### Metal layers overlaid, run 1

The bar under the picture is 50 um long.
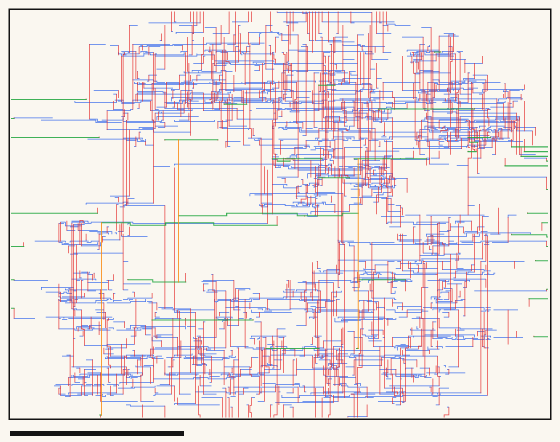
### Cell density map, run 1

15 x 12 tiles, from dark blue (low) to red (high), 0 to 100% covered.
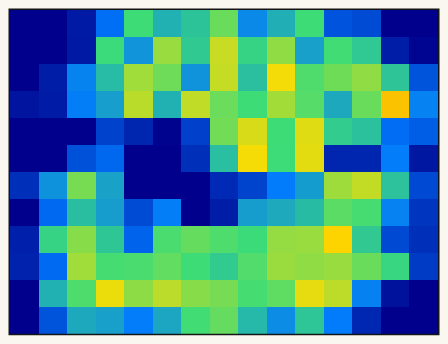
### Congestion heat map, run 1

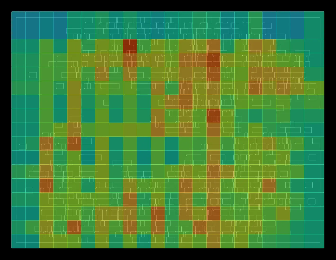
--- src/rtl/puf_ctrl_pkg.sv ---
// Shared definitions for the PUF challenge sequencer: FSM states, default sizing
// and the width of the per-bit vote counters.
package puf_ctrl_pkg;

    typedef enum logic [2:0] {
        S_IDLE,
        S_SETUP,
        S_LAUNCH,
        S_SETTLE,
        S_SAMPLE,
        S_VOTE,
        S_OUTPUT
    } state_t;

    localparam int DEF_N_PUF         = 16;
    localparam int DEF_REPEATS       = 5;
    localparam int DEF_SETTLE_CYCLES = 4;
    localparam int DEF_CHAL_W        = 8;

    // Bits needed to count 0..n inclusive.
    function automatic int vote_cnt_w(input int n);
        return (n < 1) ? 1 : $clog2(n + 1);
    endfunction

endpackage

--- src/rtl/puf_challenge_sequencer_if.sv ---
// Voted-response channel: valid/ready handshake carrying the challenge and its word.
// Master holds chal/word stable while valid is high and ready is low.
interface puf_challenge_sequencer_if
    import puf_ctrl_pkg::*;
#(
    parameter int N_PUF  = DEF_N_PUF,
    parameter int CHAL_W = DEF_CHAL_W
);
    logic              resp_valid;
    logic              resp_ready;
    logic [CHAL_W-1:0] resp_chal;
    logic [N_PUF-1:0]  resp_word;

    modport master (output resp_valid, output resp_chal, output resp_word, input resp_ready);
    modport slave  (input resp_valid, input resp_chal, input resp_word, output resp_ready);
endinterface

--- src/rtl/puf_vote_counter.sv ---
// Counts the races on which one PUF bit returned 1; maj_o is the registered-count majority.
// Single-cycle clear/increment, no backpressure.
module puf_vote_counter
    import puf_ctrl_pkg::*;
#(
    parameter int REPEATS = DEF_REPEATS
) (
    input  logic clk,
    input  logic rst,
    input  logic clr_i,
    input  logic inc_i,
    output logic maj_o
);
    localparam int CW = vote_cnt_w(REPEATS);

    logic [CW-1:0] ones_q;

    always_ff @(posedge clk) begin
        if (rst || clr_i) begin
            ones_q <= '0;
        end else if (inc_i) begin
            ones_q <= ones_q + CW'(1);
        end
    end

    assign maj_o = (ones_q > CW'(REPEATS / 2));

endmodule

--- src/rtl/puf_challenge_sequencer.sv ---
// Sweeps challenges over a shared-bus arbiter-PUF group, races each REPEATS times and
// majority-votes every bit; first word REPEATS*(SETTLE_CYCLES+2)+2 cycles after start; stalls in OUTPUT on !ready.
module puf_challenge_sequencer
    import puf_ctrl_pkg::*;
#(
    parameter int N_PUF         = DEF_N_PUF,
    parameter int REPEATS       = DEF_REPEATS,
    parameter int SETTLE_CYCLES = DEF_SETTLE_CYCLES,
    parameter int CHAL_W        = DEF_CHAL_W
) (
    input  logic                       clk,
    input  logic                       rst,
    input  logic                       start,
    input  logic [CHAL_W-1:0]          chal_base,
    input  logic [CHAL_W:0]            num_chal,
    output logic                       busy,
    output logic                       done,
    output logic [CHAL_W-1:0]          puf_sc,
    output logic                       puf_launch,
    input  logic [N_PUF-1:0]           puf_resp,
    puf_challenge_sequencer_if.master  resp_if
);
    localparam int RW = vote_cnt_w(REPEATS);
    localparam int SW = vote_cnt_w(SETTLE_CYCLES);
    localparam logic [CHAL_W:0] REM_ONE = (CHAL_W + 1)'(1);

    state_t             state_q;
    logic               busy_q;
    logic               done_q;
    logic               launch_q;
    logic [CHAL_W-1:0]  sc_q;
    logic [CHAL_W-1:0]  cur_chal_q;
    logic [CHAL_W-1:0]  cur_chal_d;
    logic [CHAL_W:0]    remaining_q;
    logic [RW-1:0]      rep_q;
    logic [SW-1:0]      settle_q;
    logic               valid_q;
    logic [CHAL_W-1:0]  rchal_q;
    logic [N_PUF-1:0]   rword_q;
    logic [N_PUF-1:0]   maj;

    assign cur_chal_d = cur_chal_q + CHAL_W'(1);

    for (genvar g = 0; g < N_PUF; g++) begin : g_vote
        puf_vote_counter #(
            .REPEATS (REPEATS)
        ) u_vote (
            .clk   (clk),
            .rst   (rst),
            .clr_i (state_q == S_SETUP),
            .inc_i ((state_q == S_SAMPLE) && puf_resp[g]),
            .maj_o (maj[g])
        );
    end

    // busy stays high through the done cycle, so a start coinciding with done is dropped.
    always_ff @(posedge clk) begin
        if (rst) begin
            state_q     <= S_IDLE;
            busy_q      <= 1'b0;
            done_q      <= 1'b0;
            launch_q    <= 1'b0;
            sc_q        <= '0;
            cur_chal_q  <= '0;
            remaining_q <= '0;
            rep_q       <= '0;
            settle_q    <= '0;
            valid_q     <= 1'b0;
            rchal_q     <= '0;
            rword_q     <= '0;
        end else begin
            done_q   <= 1'b0;
            launch_q <= 1'b0;
            unique case (state_q)
                S_IDLE: begin
                    busy_q <= 1'b0;
                    if (start && !busy_q) begin
                        cur_chal_q  <= chal_base;
                        remaining_q <= num_chal;
                        if (num_chal == '0) begin
                            done_q <= 1'b1;
                        end else begin
                            busy_q  <= 1'b1;
                            sc_q    <= chal_base;
                            state_q <= S_SETUP;
                        end
                    end
                end
                S_SETUP: begin
                    rep_q    <= '0;
                    launch_q <= 1'b1;
                    state_q  <= S_LAUNCH;
                end
                S_LAUNCH: begin
                    settle_q <= '0;
                    state_q  <= S_SETTLE;
                end
                S_SETTLE: begin
                    if (settle_q == SW'(SETTLE_CYCLES - 1)) begin
                        state_q <= S_SAMPLE;
                    end else begin
                        settle_q <= settle_q + SW'(1);
                    end
                end
                S_SAMPLE: begin
                    rep_q <= rep_q + RW'(1);
                    if (rep_q == RW'(REPEATS - 1)) begin
                        state_q <= S_VOTE;
                    end else begin
                        launch_q <= 1'b1;
                        state_q  <= S_LAUNCH;
                    end
                end
                S_VOTE: begin
                    rword_q <= maj;
                    rchal_q <= cur_chal_q;
                    valid_q <= 1'b1;
                    state_q <= S_OUTPUT;
                end
                S_OUTPUT: begin
                    if (resp_if.resp_ready) begin
                        valid_q     <= 1'b0;
                        remaining_q <= remaining_q - REM_ONE;
                        if (remaining_q == REM_ONE) begin
                            done_q  <= 1'b1;
                            state_q <= S_IDLE;
                        end else begin
                            cur_chal_q <= cur_chal_d;
                            sc_q       <= cur_chal_d;
                            state_q    <= S_SETUP;
                        end
                    end
                end
                default: state_q <= S_IDLE;
            endcase
        end
    end

    assign busy               = busy_q;
    assign done               = done_q;
    assign puf_sc             = sc_q;
    assign puf_launch         = launch_q;
    assign resp_if.resp_valid = valid_q;
    assign resp_if.resp_chal  = rchal_q;
    assign resp_if.resp_word  = rword_q;

endmodule

--- src/flat_wrapper.sv ---
// flat-port wrapper written by rule: the top's interface ports become plain ports
module puf_challenge_sequencer_flat import puf_ctrl_pkg::*;
#(
    parameter int N_PUF         = DEF_N_PUF,
    parameter int REPEATS       = DEF_REPEATS,
    parameter int SETTLE_CYCLES = DEF_SETTLE_CYCLES,
    parameter int CHAL_W        = DEF_CHAL_W
)
  (clk, rst, start, chal_base, num_chal, busy, done, puf_sc, puf_launch, puf_resp, resp_if_resp_valid, resp_if_resp_chal, resp_if_resp_word, resp_if_resp_ready);
  puf_challenge_sequencer_if #(.N_PUF(N_PUF), .CHAL_W(CHAL_W)) resp_if_i ();
  input  logic clk;
  input  logic rst;
  input  logic start;
  input  logic [CHAL_W-1:0] chal_base;
  input  logic [CHAL_W:0] num_chal;
  output logic busy;
  output logic done;
  output logic [CHAL_W-1:0] puf_sc;
  output logic puf_launch;
  input  logic [N_PUF-1:0] puf_resp;
  output wire logic [$bits(resp_if_i.resp_valid)-1:0] resp_if_resp_valid;
  output wire logic [$bits(resp_if_i.resp_chal)-1:0] resp_if_resp_chal;
  output wire logic [$bits(resp_if_i.resp_word)-1:0] resp_if_resp_word;
  input wire logic [$bits(resp_if_i.resp_ready)-1:0] resp_if_resp_ready;
  assign resp_if_resp_valid = resp_if_i.resp_valid;
  assign resp_if_resp_chal = resp_if_i.resp_chal;
  assign resp_if_resp_word = resp_if_i.resp_word;
  assign resp_if_i.resp_ready = resp_if_resp_ready;
  puf_challenge_sequencer #(.N_PUF(N_PUF), .REPEATS(REPEATS), .SETTLE_CYCLES(SETTLE_CYCLES), .CHAL_W(CHAL_W)) u_core (.clk(clk), .rst(rst), .start(start), .chal_base(chal_base), .num_chal(num_chal), .busy(busy), .done(done), .puf_sc(puf_sc), .puf_launch(puf_launch), .puf_resp(puf_resp), .resp_if(resp_if_i));
endmodule
--- config.mk ---
export PLATFORM = sky130hd
export DESIGN_NAME = puf_challenge_sequencer_flat
export DESIGN_NICKNAME = d
export VERILOG_FILES = /design/src/rtl/puf_ctrl_pkg.sv /design/src/rtl/puf_challenge_sequencer_if.sv /design/src/rtl/puf_vote_counter.sv /design/src/rtl/puf_challenge_sequencer.sv /design/src/flat_wrapper.sv
export SDC_FILE = /design/constraint.sdc
export NUM_CORES = 1
export LEC_CHECK = 0
export CORE_ASPECT_RATIO = 0.75
export CORE_MARGIN = 2
export CORE_UTILIZATION = 31
export CTS_BUF_LIST = sky130_fd_sc_hd__clkbuf_16
export CTS_CLUSTER_SIZE = 14
export DETAILED_ROUTE_END_ITERATION = 10
export SLEW_MARGIN = 10
export SYNTH_ARGS = -nofsm -noshare
export SYNTH_HDL_FRONTEND = slang
export SYNTH_SLANG_ARGS = --single-unit
--- constraint.sdc ---
create_clock -name clk -period 4.05 [get_ports clk]
set_input_delay 0.405 -clock clk [delete_from_list [all_inputs] [get_ports clk]]
set_output_delay 0.405 -clock clk [all_outputs]
set_load 0.03 [all_outputs]
==> flow_summary.ini, run 1 <==
; generated from flow reports
[power]
p_sw_mw = 0.639
power.internal_mw = 1.85
worst_ir_drop_vdd_mv = 0.196
clkPwrFrac = 0.413

[setup_path]
r2r_slack_ns = 1.68
timing.rr.end = u_core.cur_chal_q[4]
cp-start-kind = register

[worst_hold_path]
hold_end = u_core.resp_if.resp_chal[6]
min_path_type = reg -> reg

[place]
gp_congestion = 0.774
pre_cts_ws_ns = 1.39

[sta]
finalSetupViolCount = 0
period_minus_slack_ns = 2.37
hold_viol_final = 0
tns_ns = 0
fin_crit_sh = 0.584
fin_ws_ns = 1.68

[layout]
buf_share = 0.116
num_antenna_cells = 0
clockBufferCount = 9
flop-count = 110
nNetsFinal = 752

[synthesis]
yosys.area.top_type = dfxtp_1
synth_seq_share = 0.416
async_reset_ff_frac = 0
synth_top_area_share = 0.416
yosys-stat-area_mm2 = 0.00529
avgSynthCellArea_um2 = 8.46
synth.area.top_cells = dfxtp_1 (42%), ha_1 (9.2%), nor2_1 (6.7%), nand2_1 (4.4%), a21oi_1 (3.7%)
synth.distinct_cells = 45

[global_routing]
antenna_found_initial = 0
overflow = 0
use_met3 = 0.0320

[drt]
top_layer = met4
viasPerCell = 4.72
route.vias.total = 4229
first_iter_violations = 265

[run_status]
outcome = finished, final reports clean

[clock_network]
ctsHoldBuffers = 0
clockBufferDepth = 2

[die]
chipArea_mm2 = 0.0181
-- 'Metal layers overlaid' (at the start) --
| layer | color | wire length |
|---|---|---|
| met1 | blue | 6160 um |
| met3 | green | 441 um |
| met4 | orange | 150 um |
| met2 | red | 5070 um |

-- 'Cell density map' (at the start) --
mean over tiles: 34%
nearly empty tiles: 14%
emptiest ninth of the die: west
core area: 0.0168 mm2
Core Util at FP: 0.315

-- 'Congestion heat map' (at the start) --
Final Core Density: 0.387
drt wl/cell: 13.2 um
met2 usage: 0.204
GRT Overall Usage: 0.132
busiest grt layer: met2

run 1: cell families after synthesis:
logic type      Yosys count  synth area share
xor+xnor                 39            0.0646
fa+ha+maj                39            0.0923
compound gates          107             0.133
simple gates            257             0.223
flops                   110             0.416
mux                      11            0.0211
buf+inv                  62            0.0504
run 1: through the flow:
step / hold slack [ns] / instances / area (um2)
floorplan: 0.454 / 625 / 5290
global placement: 0.448 / 880 / 6160
detailed placement: 0.454 / 880 / 6160
CTS: 0.464 / 896 / 6500
global route: 0.477 / 896 / 6500
finish: 0.457 / 896 / 6500
run 1: critical path: stages, from the launching register on:
cell and delay [ns]:
dfxtp_1 0.52, or4b_4 0.60, a21oi_4 0.37, o21ai_1 0.42, mux2i_1 0.26, nor2_1 0.06
==> run 1 -> run 2 <==
==> constraint.sdc (replaced) <==
create_clock -name clk -period 2.3 [get_ports clk]
set_input_delay 0.23 -clock clk [delete_from_list [all_inputs] [get_ports clk]]
set_output_delay 0.23 -clock clk [all_outputs]
set_load 0.03 [all_outputs]
==> run 2 against run 1 <==
  * Global-route usage grew 0.15 points
  * Clock power is 53% higher
  * Combinational power rose by 93%
  * Clock-buffer cell count did not move
  * Sequential power up 74%
  * Cell area is 1.1% higher
  * Area after synthesis is the same
  * Critical path depth stayed put
  * Clock skew decreased by 0.0059 ns
  * Critical path type unchanged
==> flow_summary.ini, run 2 <==
; generated from flow reports
[layout]
flop-count = 110
area_delta_synth_final_pct = 24.3
clk_share = 0.0453
clockBufferCount = 9
nNetsFinal = 761
drive_gt1_frac = 0.0667
instances_no_fill = 905
buf_share = 0.131
layout_top_cell = dfxtp_1
comb_area_frac = 0.434
num_antenna_cells = 0
postLayoutCoreUtil = 0.392
design_area_mm2 = 0.00657
regMostFlops = u_core.g_vote.u_vote.ones_q
inverters = 25

[synthesis]
topCombFamilyByArea = simple AND/OR/NAND/NOR gates
xor_area_frac = 0.0646
ys_sh_aoi = 0.133
synth_seq_share = 0.416
ys_sh_simple = 0.223
synth.distinct_cells = 45
avgSynthCellArea_um2 = 8.46
yosys-stat-area_mm2 = 0.00529
synth_top_area_share = 0.416
mux_area_frac = 0.0211
edf_count = 0
synth.cellmix.adderShare = 0.0923
synth.area.top_cells = dfxtp_1 (42%), ha_1 (9.2%), nor2_1 (6.7%), nand2_1 (4.4%), a21oi_1 (3.7%)
ys.flops = 110
async_reset_ff_frac = 0
yosys.area.top_type = dfxtp_1
most_common_cell = dfxtp_1

[global_routing]
overflow = 0
grt-busiest-layer = met2
grt_pass1_wl_um = 19400
use_met3 = 0.0416
use_met2 = 0.205
antenna_found_initial = 0

[clock_network]
clockBufferDepth = 2
cts_root_buffer = clkbuf_16
ctsHoldBuffers = 0
ctsResizeCount = 0
post-cts-setup-buffers = 0
insertion_delay_ns = 0.35

[place]
place_inst = 889
pre_cts_ws_ns = 0.0367
dpl_cell_area_mm2 = 0.00626
gp_congestion = 0.766
io_buffers = 72

[die]
ios = 73
well_tap_count = 215
fp_util = 0.315
core_area_mm2 = 0.0168
chipArea_mm2 = 0.0181

[sta]
tns_ns = 0
rsz0062_at_grt = false
fin_crit_sh = 0.842
max_clock_freq_mhz = 516
hold_viol_final = 0
skew_ns = 0.00517
fin_ws_ns = 0.363
finalSetupViolCount = 0
hold_slack_ns = 0.391
period_minus_slack_ns = 1.94

[worst_hold_path]
min_path_type = in -> reg

[drt]
wl_met1_um = 6180
drtAntennaViolNets = 0
first_iter_violations = 243
viasPerCell = 4.67
route.vias.total = 4224
top_layer = met4

[setup_path]
cp-start-kind = register
crit_arrival_ns = 2.20
slowest_delay_ns = 0.59
required_ns = 2.57
endpoint_kind = register
worstPathMaxFanout = 12
worstPathCellList = or4b_4 -> a21oi_4 -> buf_4 -> o21ai_1 -> a221oi_2
critPathBufInv = 1
cp_slowest_cell = or4b_4
worstSetupPathType = reg -> reg
crit_family = AND-OR/OR-AND gates

[run_status]
outcome = finished, final reports clean

[power]
worst_ir_drop_vdd_mv = 0.347
total_power_mw = 4.19
p_leak_nw = 2.46
## run 2: cell counts after synthesis
Identical to the previous run, type by type.
## run 2: worst paths after layout
| kind | start | to | slack (ns) | cells past startpoint |
|---|---|---|---|---|
| worst max-delay path | u_core.state_q[2] | u_core.remaining_q[3] | 0.36 | 5 |
| worst max register to register | u_core.state_q[2] | u_core.remaining_q[3] | 0.36 | 5 |
| worst min-delay path | rst | u_core.settle_q[2] | 0.39 | 3 |
| worst min register to register | u_core.resp_if.resp_chal[7] | u_core.resp_if.resp_chal[7] | 0.46 | 2 |
## run 2: report_power, final
group          total [mW]  internal [mW]  switching, mW
clock network        1.58          0.849          0.732
registers            2.04           1.96         0.0726
logic               0.574          0.255          0.319
total                4.19           3.07           1.12
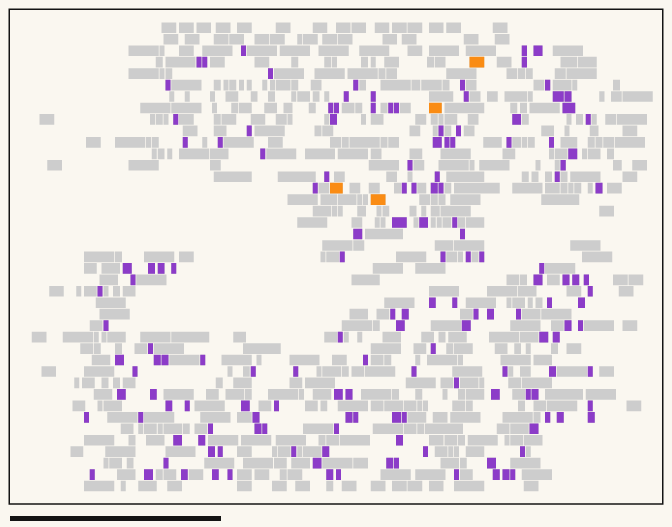
*Selected gate families, run 2*
The bar under the picture is 50 um long.
| family | color | cells | where |
|---|---|---|---|
| AND-OR and OR-AND gates | orange | 4 | north |
| NOR gates | purple | 154 | all over the die |

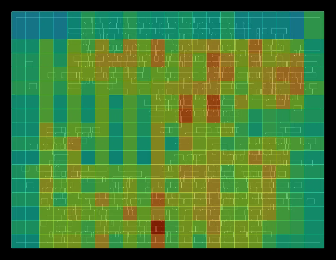
*Congestion heat map, run 2*
drt wl/cell: 13.0 um
GRT Overall Usage: 0.134

### Metal layers overlaid, run 2

The bar under the picture is 50 um long.
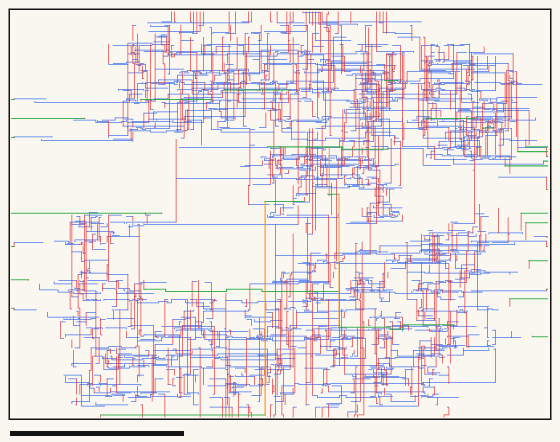

==> run 2 -> run 3 <==
==> constraint.sdc (replaced) <==
create_clock -name clk -period 1.58 [get_ports clk]
set_input_delay 0.158 -clock clk [delete_from_list [all_inputs] [get_ports clk]]
set_output_delay 0.158 -clock clk [all_outputs]
set_load 0.03 [all_outputs]
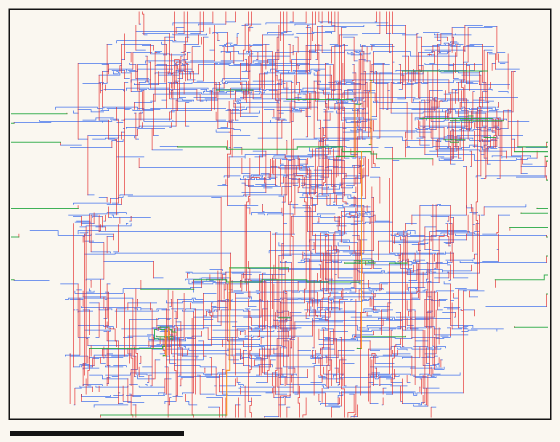
*Metal layers overlaid, run 3*
The bar under the picture is 50 um long.
| layer | color | wire length |
|---|---|---|
| met2 | red | 6840 um |
| met4 | orange | 144 um |
| met3 | green | 502 um |
| met1 | blue | 7230 um |

==> run 3 against run 2 <==
  * The flow now finishes with violations (negative setup slack)
  * Sequential share of layout area fell by 5.5 points
  * Via count up 11%
  * Global-route usage rose by 1.6 points
  * First-iteration DRC count grew 9.9%
  * Sequential power grew 45%
  * Final cell count grew 8.2%
  * Core utilization is 8.0 points higher
  * Worst setup slack got worse by 0.59 ns
  * Cell area up 20%
  * Area after synthesis unchanged
  * Clock skew up 0.0050 ns
  * Critical path type unchanged
  * Largest cell class unchanged
  * Highest routed layer unchanged
==> flow_summary.ini, run 3 <==
; generated from flow reports
[run_status]
outcome = finished with violations
failed_checks = negative setup slack

[layout]
comb_area_frac = 0.418
inverters = 25
buf_share = 0.216
area_delta_synth_final_pct = 49.8
layout_top_cell = dfxtp_1
nNetsFinal = 835
num_antenna_cells = 0
clockBufferCount = 9
clk_share = 0.0397
postLayoutCoreUtil = 0.472

[setup_path]
r2r_slack_ns = -0.23
slowest_delay_ns = 0.54
worstSetupPathType = reg -> reg
crit_family = simple AND/OR/NAND/NOR gates
endpoint_kind = register
worstPathMaxFanout = 6

[global_routing]
overflow = 0
grt_pass1_wl_um = 21700
grt-busiest-layer = met2
antenna_found_initial = 0

[die]
chipArea_mm2 = 0.0181
fp_util = 0.315
core_area_mm2 = 0.0168
ios = 73

[synthesis]
yosys.area.top_type = dfxtp_1
yosys-stat-area_mm2 = 0.00529
edf_count = 0
synth.area.top_cells = dfxtp_1 (42%), ha_1 (9.2%), nor2_1 (6.7%), nand2_1 (4.4%), a21oi_1 (3.7%)
async_reset_ff_frac = 0

[power]
p_leak_nw = 3.13
total_power_mw = 6.74
clkPwrFrac = 0.360
seq-power_mw = 2.95
switching_share = 0.265
p_sw_mw = 1.79
power.internal_mw = 4.95
power.group.top = sequential cells
worst_ir_drop_vdd_mv = 0.508
powerComb_mw = 1.36

[sta]
max_clock_freq_mhz = 554
fin_ws_ns = -0.227
skew_ns = 0.0102
tns_ns = -4.13
finalSetupViolCount = 51
fin_crit_sh = 1.14
hold_slack_ns = 0.159
period_minus_slack_ns = 1.81
hold_viol_final = 0

[place]
place_inst = 930
dpl_cell_area_mm2 = 0.00661
io_buffers = 72
gp_congestion = 0.788

[clock_network]
ctsResizeCount = 45
post-cts-setup-buffers = 12
clockBufferDepth = 2
insertion_delay_ns = 0.35
ctsHoldBuffers = 0

[drt]
viasPerCell = 4.78
drtAntennaViolNets = 0
first_iter_violations = 267
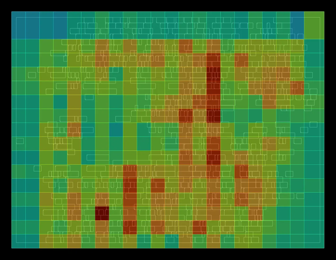
*Congestion heat map, run 3*
M3 GR Usage: 0.0306
met2 usage: 0.241
GRT met1 Usage: 0.208
drt wl/cell: 15.0 um
GRT Overall Usage: 0.150

[run 3: cell counts after synthesis]
Identical to the previous run, type by type.
[run 3: path summary, 6_finish.rpt]
path                                 end                   startpoint  cells after the start
min                      u_core.rep_q[2]                          rst                      3
max                     u_core.puf_sc[2]            u_core.state_q[1]                      6
max reg2reg             u_core.puf_sc[2]            u_core.state_q[1]                      6
min reg2reg  u_core.resp_if.resp_chal[5]  u_core.resp_if.resp_chal[5]                      2
[run 3: cells by family after synthesis]
family / Yosys count / share of synthesized area
AOI/OAI and AO/OA: 107 / 0.133
xor gates and xnor gates: 39 / 0.0646
adders and majority gates: 39 / 0.0923
buffers and inverters: 62 / 0.0504
DFF: 110 / 0.416
muxes: 11 / 0.0211
and+or+nand+nor: 257 / 0.223
Power figures rest on the tool's default switching activity, not on a simulated workload.
